[src/rtl/popcount_seq_ctrl.sv]
// Sequential population counter: one 7-bit popcount per cycle over a wide word,
// with a valid/ready handshake on the input and on the output.
module popcount_seq_ctrl #(
  parameter int WIDTH = 32
) (
  input  logic                       clk,
  input  logic                       rst_n,
  input  logic                       in_valid,
  output logic                       in_ready,
  input  logic [WIDTH-1:0]           in_data,
  input  logic                       abort,
  output logic                       out_valid,
  input  logic                       out_ready,
  output logic [$clog2(WIDTH+1)-1:0] out_count,
  output logic                       busy
);

  localparam int NCH = (WIDTH + 6) / 7;
  localparam int CW  = $clog2(WIDTH + 1);
  localparam int IW  = (NCH > 1) ? $clog2(NCH) : 1;
  localparam int DW  = NCH * 7;

  typedef enum logic [1:0] {
    IDLE,
    RUN,
    DONE
  } state_e;

  state_e        state_q, state_d;
  logic [DW-1:0] data_q, data_d;
  logic [CW-1:0] acc_q, acc_d;
  logic [IW-1:0] idx_q, idx_d;
  logic [6:0]    chunk;
  logic [2:0]    chunk_pc;
  logic          last_chunk;

  always_comb begin
    chunk    = data_q[idx_q*7 +: 7];
    chunk_pc = '0;
    for (int unsigned i = 0; i < 7; i++) begin
      chunk_pc = chunk_pc + {2'b00, chunk[i]};
    end
  end

  assign last_chunk = (idx_q == IW'(NCH - 1));

  always_comb begin
    state_d = state_q;
    data_d  = data_q;
    acc_d   = acc_q;
    idx_d   = idx_q;
    case (state_q)
      IDLE: begin
        if (in_valid) begin
          // padding bits above WIDTH stay zero so the last chunk counts cleanly
          data_d             = '0;
          data_d[WIDTH-1:0]  = in_data;
          acc_d              = '0;
          idx_d              = '0;
          state_d            = RUN;
        end
      end
      RUN: begin
        if (abort) begin
          acc_d   = '0;
          idx_d   = '0;
          state_d = IDLE;
        end else begin
          acc_d = acc_q + CW'(chunk_pc);
          if (last_chunk) begin
            idx_d   = '0;
            state_d = DONE;
          end else begin
            idx_d = idx_q + 1'b1;
          end
        end
      end
      DONE: begin
        if (abort) begin
          acc_d   = '0;
          state_d = IDLE;
        end else if (out_ready) begin
          state_d = IDLE;
        end
      end
      default: state_d = IDLE;
    endcase
  end

  always_ff @(posedge clk or negedge rst_n) begin
    if (!rst_n) begin
      state_q <= IDLE;
      data_q  <= '0;
      acc_q   <= '0;
      idx_q   <= '0;
    end else begin
      state_q <= state_d;
      data_q  <= data_d;
      acc_q   <= acc_d;
      idx_q   <= idx_d;
    end
  end

  assign in_ready  = (state_q == IDLE);
  assign busy      = (state_q != IDLE);
  assign out_valid = (state_q == DONE);
  assign out_count = out_valid ? acc_q : '0;

endmodule

[config.mk]
export PLATFORM = sky130hd
export DESIGN_NAME = popcount_seq_ctrl
export DESIGN_NICKNAME = d
export VERILOG_FILES = /design/src/rtl/popcount_seq_ctrl.sv
export SDC_FILE = /design/constraint.sdc
export NUM_CORES = 1
export LEC_CHECK = 0
export ABC_AREA = 1
export CAP_MARGIN = 20
export CORE_MARGIN = 5
export CORE_UTILIZATION = 47
export DETAILED_ROUTE_END_ITERATION = 12
export GPL_ROUTABILITY_DRIVEN = 0
export MAX_ROUTING_LAYER = met4
export PLACE_DENSITY = 0.86
export SYNTH_ARGS = -nofsm -noshare
export SYNTH_HDL_FRONTEND = slang
export SYNTH_SLANG_ARGS = --single-unit
[constraint.sdc]
create_clock -name clk -period 3.9 [get_ports clk]
set_clock_uncertainty 0.15 [all_clocks]
set_input_delay 0.585 -clock clk [delete_from_list [all_inputs] [get_ports clk]]
set_output_delay 0.585 -clock clk [all_outputs]
set_load 0.005 [all_outputs]
Figure 1. Register map, names as in the netlist (run 1).
Other sequential cells in the stronger grey, the rest of the logic in the fainter grey.
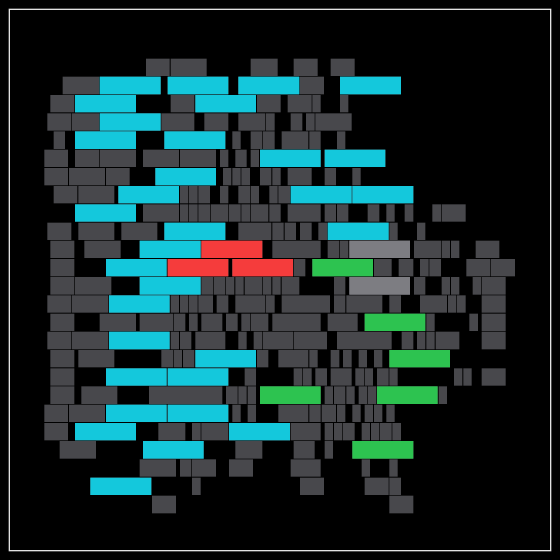
`idx_q` -> red  # sequential cells 3
`data_q` -> cyan  # sequential cells 32
`acc_q` -> green  # sequential cells 6

Figure 2. Signal wires on met2 (run 1).
Cells faint in the background.
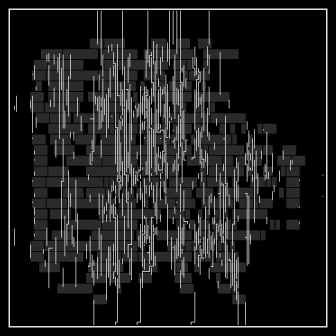
wire length on this layer = 2,290 microns
main direction = vertical
longest straight run = 28.2 microns
nets with wire on the layer = 281
share of all routed wire = 48%
detailed-route via count: 1,788
met2 demand-to-capacity share in global routing: 26.2%

==> results_slide.txt, run 1 <==
Flow Results at a Glance

Power and ir drop
  • Internal power consumption: about 1800 uW
  • Sum of internal, switching and leakage power: 3000 uW
  • Seq pwr share: between 20% and 30%
  • Flop+latch power: just under 800 uW
  • Clock network fraction of design power: between 10% and 20%
  • Power Density: about 1000 nW/um^2
  • Gate power share: 62.0%
  • Net switching fraction of the power: ~40%
  • Highest ir drop seen on vdd: between 600 and 700 uV
  • Clk power: about 350 uW

Detailed routing
  • DRC violation count after routing: 0
  • First-pass iteration count of the detailed router: 6
  • Vias per std cell: just over 5
  • Violation count after the first detailed-routing iteration: just over 100
  • Wire length on met2: 2290 microns
  • Detailed-route wire length on metal 1: 2110 microns
  • Post-detailed-routing wire length: slightly below 5000 microns
  • Highest metal layer used by the detailed router: met4
  • Routed WL per cell: roughly 14 microns

Clocking
  • Root buffer cell: clkbuf_8
  • Clock transition at path regs: ~0.080 ns
  • Post-CTS Hold Buffers: 0
  • Clock sinks: around 43
  • CTS max path bufs: 2

Die
  • Die Ht: ~81 microns
  • Total die area: ~6500 sq um
  • Number of cell rows: 25
  • Total core area: 4790 sq um

Finish
  • Final std cell area, no fill: between 2000 and 3000 sq um
  • Non-clock buffer contribution to total cell area: approximately 16%
  • Layout cell share with drive strength beyond 1: about 17%
  • Multi-input logic portion of the cell area: a little under two fifths
  • Clock buffers and inverters, area share: 3.78%
  • Dominant kind of cell: multi-input combinational cells
  • Tally of non-filler cells in the final layout: roughly 350
  • Count of multi-input gates: 160
  • Top Registers: data_q x32, acc_q x6, idx_q x3
  • Most used cells in the layout excluding fill and tap cells: clkdlybuf4s50_1, dfrtp_1, nand2_1
  • Number of fill cells: around 400
  • Flop share of the area: a little over a third
  • Layout buffer count excluding clock buffers: ~50
  • Top reg by flops: data_q
  • Antenna diode count: 0
  • Net count of the finished layout: about 330
  • Multi-input logic area: 1130 sq um
  • Post-layout utilization of the core: ~62%
  • FF/Latch Area: between 1000 and 1500 sq um
  • Registers: about 43
  • Number of ordinary inverters in the final layout: 24

GRT
  • Leftover overflow at the end of global routing: 0
  • Met1 Resource Use GR: 21.3%
  • Met3 Track Usage GR: under 10%
  • Overall Global Routing Usage: between 15 and 20%
  • First-pass GRT wire length: 8170 microns
  • Antenna violations before repair: 0
  • GRT Max-Usage Layer: met2
  • Largest net degree at the start of global routing: between 40 and 50
  • Number of global-route vias before repair: 1,758

Worst setup path
  • Top fanout value on the critical path: 8
  • Setup slack of the worst register-to-register path: about 0.20 ns
  • Category of the worst setup path capture point: register
  • Capturing point of the worst reg2reg path: acc_q[4]
  • Worst path max stage delay: a little under 0.6 ns
  • Sum of buffers and inverters on the critical path: 1
  • Number of cells on the critical path: 16
  • Startpoint of the most critical setup path: idx_q[0]
  • Startpoint of the worst-slack reg-to-reg timing path: idx_q[0]
  • Sequence of cells on the critical path: buf_4 > nand2_1 > nand3_1 > nand3_1 > o21ai_1 > fa_1 > fa_1 > fa_1 > ha_2 > fa_2 > nand3_1 > nand3_1 > nand2_1 > nand2_1 > nand2_1 > nor2_1
  • Slowest cell on the critical path: fa_1
  • Type of element launching the critical path: register
  • Worst setup path endpoint: acc_q[4]
  • Register-to-Register Path Depth: 16

STA
  • Max transition margin: roughly 37%
  • Final hold viol count: 0
  • Least setup slack across all paths after layout: roughly 0.20 ns
  • Fmax achieved: ~270 MHz
  • Crit path time final: 3.70 ns
  • RSZ-0062 raised after global routing: false
  • Worst Tran Pin Value: 0.939 ns
  • Number of slew-limit violations in the final report: 0
  • Final worst path period share: 94.8%

Logic synthesis
  • Synth cell count leaders: dfrtp_1, nand2_1, nor2_1, inv_1, mux2_4
  • Most frequently used flop master after synthesis: dfrtp_1
  • Summed instance area of the synthesized netlist: 2340 sq um
  • Total number of yosys warnings: 0
  • Synth area leaders: dfrtp_1, mux2_4, nand2_1
  • Combinational family with the most area after synthesis: multiplexers
  • Ys async rst share: 100%
  • Yosys stat cell total: about 230
  • Number of distinct library cell variants in the gate-level netlist after synthesis: 23
  • Simple-Gate Fraction of Synth Area: ~16%
  • Synth Instances: ~230
  • Compound-cell area share of the yosys netlist: 6.62%
  • Adder-cell share of the synthesized area: under 10%
  • Library cell occupying the most area in the post-synthesis netlist: dfrtp_1
  • Mux area share: 16.8%
  • Synthesized Nets: around 280
  • Average footprint of a synthesized cell: about 10 sq um

Worst hold path
  • Class of the most critical hold timing path: in -> async

Placement
  • DP Cell Count: 344
  • Worst slack, placed: roughly 0.15 ns
  • Post-place instance area: ~2900 sq um
  • Detailed-placement wirelength estimate: ~3700 microns
  • Number of buffers inserted by port buffering: 45

Job
  • Tool warnings: 27

Status
  • Outcome: finished, final reports clean
Figure 3. The metal 1 layer (run 1).
Scale bar: 20 microns. Cells faint in the background.
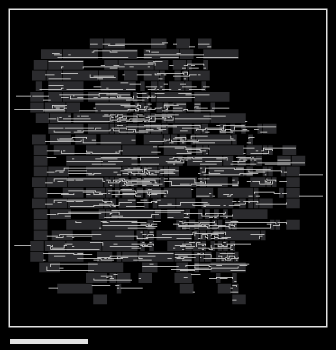
share of all routed wire = 44%
wire length on this layer = 2,110 microns
nets with wire on the layer = 286
longest straight run = 18.4 microns

Figure 4. Cell placement (run 1).
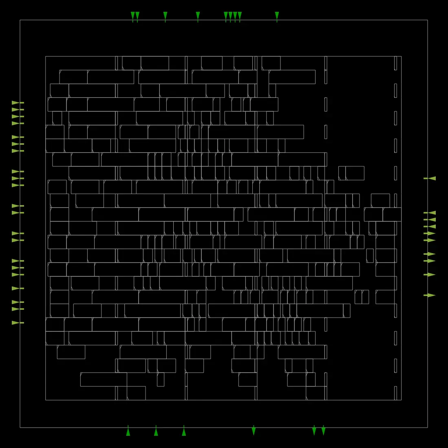

--- run 2 (diff from run 1) ---
--- a/config.mk
+++ b/config.mk
@@ -12,7 +12,7 @@
 export DETAILED_ROUTE_END_ITERATION = 12
 export GPL_ROUTABILITY_DRIVEN = 0
 export MAX_ROUTING_LAYER = met4
-export PLACE_DENSITY = 0.86
+export PLACE_DENSITY = 0.77
 export SYNTH_ARGS = -nofsm -noshare
 export SYNTH_HDL_FRONTEND = slang
 export SYNTH_SLANG_ARGS = --single-unit
Figure 5. Cell placement (run 2).
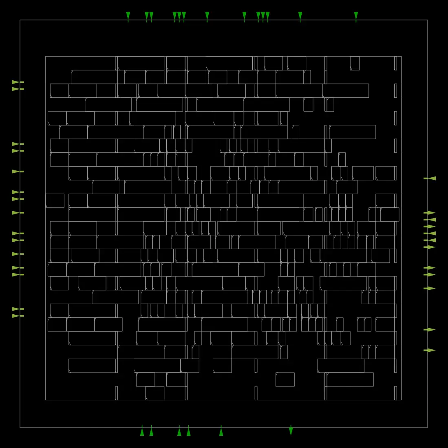
flop share of the area: 36.3%
registers: 43
total core area: 4790 sq um
number of fill cells: 402
number of well taps: 67

Figure 6. Signal wires on met3 (run 2).
Scale bar: 20 microns. Cells faint in the background.
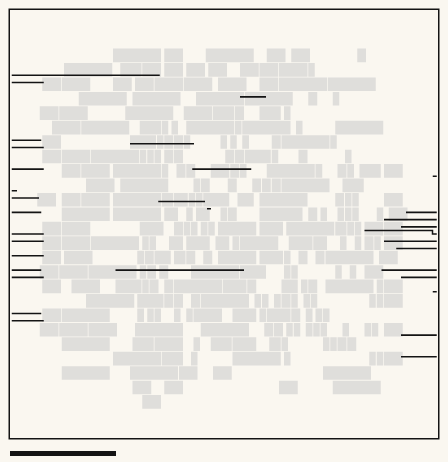
wire length on this layer = 243 microns
main direction = horizontal

==> run 2 against run 1 <==
Compared with the run above: synthesized cell count is the same; highest routed layer unchanged; power fell by 1.8%; global-route usage fell by 1.0 points; largest cell class unchanged; largest power group unchanged; die size unchanged; fmax is 2.0% higher; critical path type unchanged.
==> results_slide.txt, run 2 <==
Flow Results at a Glance

Finish
  • Post-layout utilization of the core: 61.9%
  • Count of multi-input gates: 160
  • Top reg by flops: data_q
  • Multi-input logic portion of the cell area: approximately 38%
  • Dominant kind of cell: multi-input combinational cells
  • Multi-input logic area: 1140 sq um
  • Top Registers: data_q x32, acc_q x6, idx_q x3
  • FF/Latch Area: between 1000 and 1500 sq um
  • Tally of non-filler cells in the final layout: about 350
  • Net count of the finished layout: about 330
  • Final std cell area, no fill: 2960 sq um
  • Clock buffers and inverters, area share: slightly below 3%

Power and ir drop
  • Sum of internal, switching and leakage power: 2950 uW
  • Highest ir drop seen on vdd: around 630 uV
  • Gate power share: between 60% and 70%
  • Clk power: around 280 uW
  • Net switching fraction of the power: 41.0%
  • Clock network fraction of design power: a little under a tenth
  • Flop+latch power: 786 uW
  • Seq pwr share: 26.6%
  • Internal power consumption: between 1500 and 2000 uW

Worst setup path
  • Worst setup path endpoint: acc_q[4]
  • Slowest cell on the critical path: fa_1
  • Worst path max stage delay: between 0.5 and 0.6 ns
  • Type of element launching the critical path: register
  • Register-to-Register Path Depth: 16
  • Sequence of cells on the critical path: buf_4 > nand2_1 > nand3_1 > nand3_1 > o21ai_1 > fa_1 > fa_1 > fa_1 > ha_1 > fa_2 > nand3_1 > nand3_1 > nand2_1 > nand2_1 > nand2_1 > nor2_1
  • Startpoint of the worst-slack reg-to-reg timing path: idx_q[0]
  • Top fanout value on the critical path: 8
  • Capturing point of the worst reg2reg path: acc_q[4]
  • Category of the worst setup path capture point: register
  • Startpoint of the most critical setup path: idx_q[0]
  • Setup slack of the worst register-to-register path: between 0.2 and 0.3 ns

Clocking
  • CTS max path bufs: 2
  • Clock sinks: between 40 and 50
  • Clock transition at path regs: ~0.080 ns
  • Root buffer cell: clkbuf_8
  • Post-CTS Hold Buffers: 0

Logic synthesis
  • Ys async rst share: 100%
  • Simple-Gate Fraction of Synth Area: 15.6%
  • Synth cell count leaders: dfrtp_1, nand2_1, nor2_1, inv_1, mux2_4
  • Adder-cell share of the synthesized area: 8.22%
  • Synthesized Nets: around 280
  • Number of distinct library cell variants in the gate-level netlist after synthesis: 23
  • Summed instance area of the synthesized netlist: 2340 sq um
  • Synth Instances: about 230
  • Most frequently used flop master after synthesis: dfrtp_1
  • Yosys stat cell total: about 230
  • Library cell occupying the most area in the post-synthesis netlist: dfrtp_1

GRT
  • First-pass GRT wire length: 7610 microns
  • Met1 Resource Use GR: a little over a fifth
  • Met2 demand-to-capacity share in global routing: around a quarter
  • Met3 Track Usage GR: under 10%
  • Antenna violations before repair: 0
  • GRT Max-Usage Layer: met2
  • Largest net degree at the start of global routing: roughly 44
  • Overall Global Routing Usage: 15.6%
  • Leftover overflow at the end of global routing: 0

Placement
  • Worst slack, placed: between 0.1 and 0.15 ns
  • Detailed-placement wirelength estimate: roughly 3400 microns
  • Post-place instance area: approximately 2900 sq um
  • Number of buffers inserted by port buffering: 45
  • DP Cell Count: ~340

Die
  • Total die area: ~6500 sq um
  • Die Ht: 80.6 microns
  • Number of cell rows: 25

Detailed routing
  • Highest metal layer used by the detailed router: met4
  • Routed WL per cell: around 13 microns
  • Wire length on met2: 2150 microns
  • First-pass iteration count of the detailed router: 4
  • Post-detailed-routing wire length: between 4000 and 5000 microns
  • Detailed-route via count: 1,687

STA
  • Crit path time final: ~3.6 ns
  • Final worst path period share: between 90 and 100%
  • Number of slew-limit violations in the final report: 0
  • RSZ-0062 raised after global routing: false
  • Max transition margin: ~38%
  • Fmax achieved: roughly 280 MHz

Status
  • Outcome: finished, final reports clean

Worst hold path
  • Class of the most critical hold timing path: in -> async
Power is estimated from default activity; no workload was simulated.
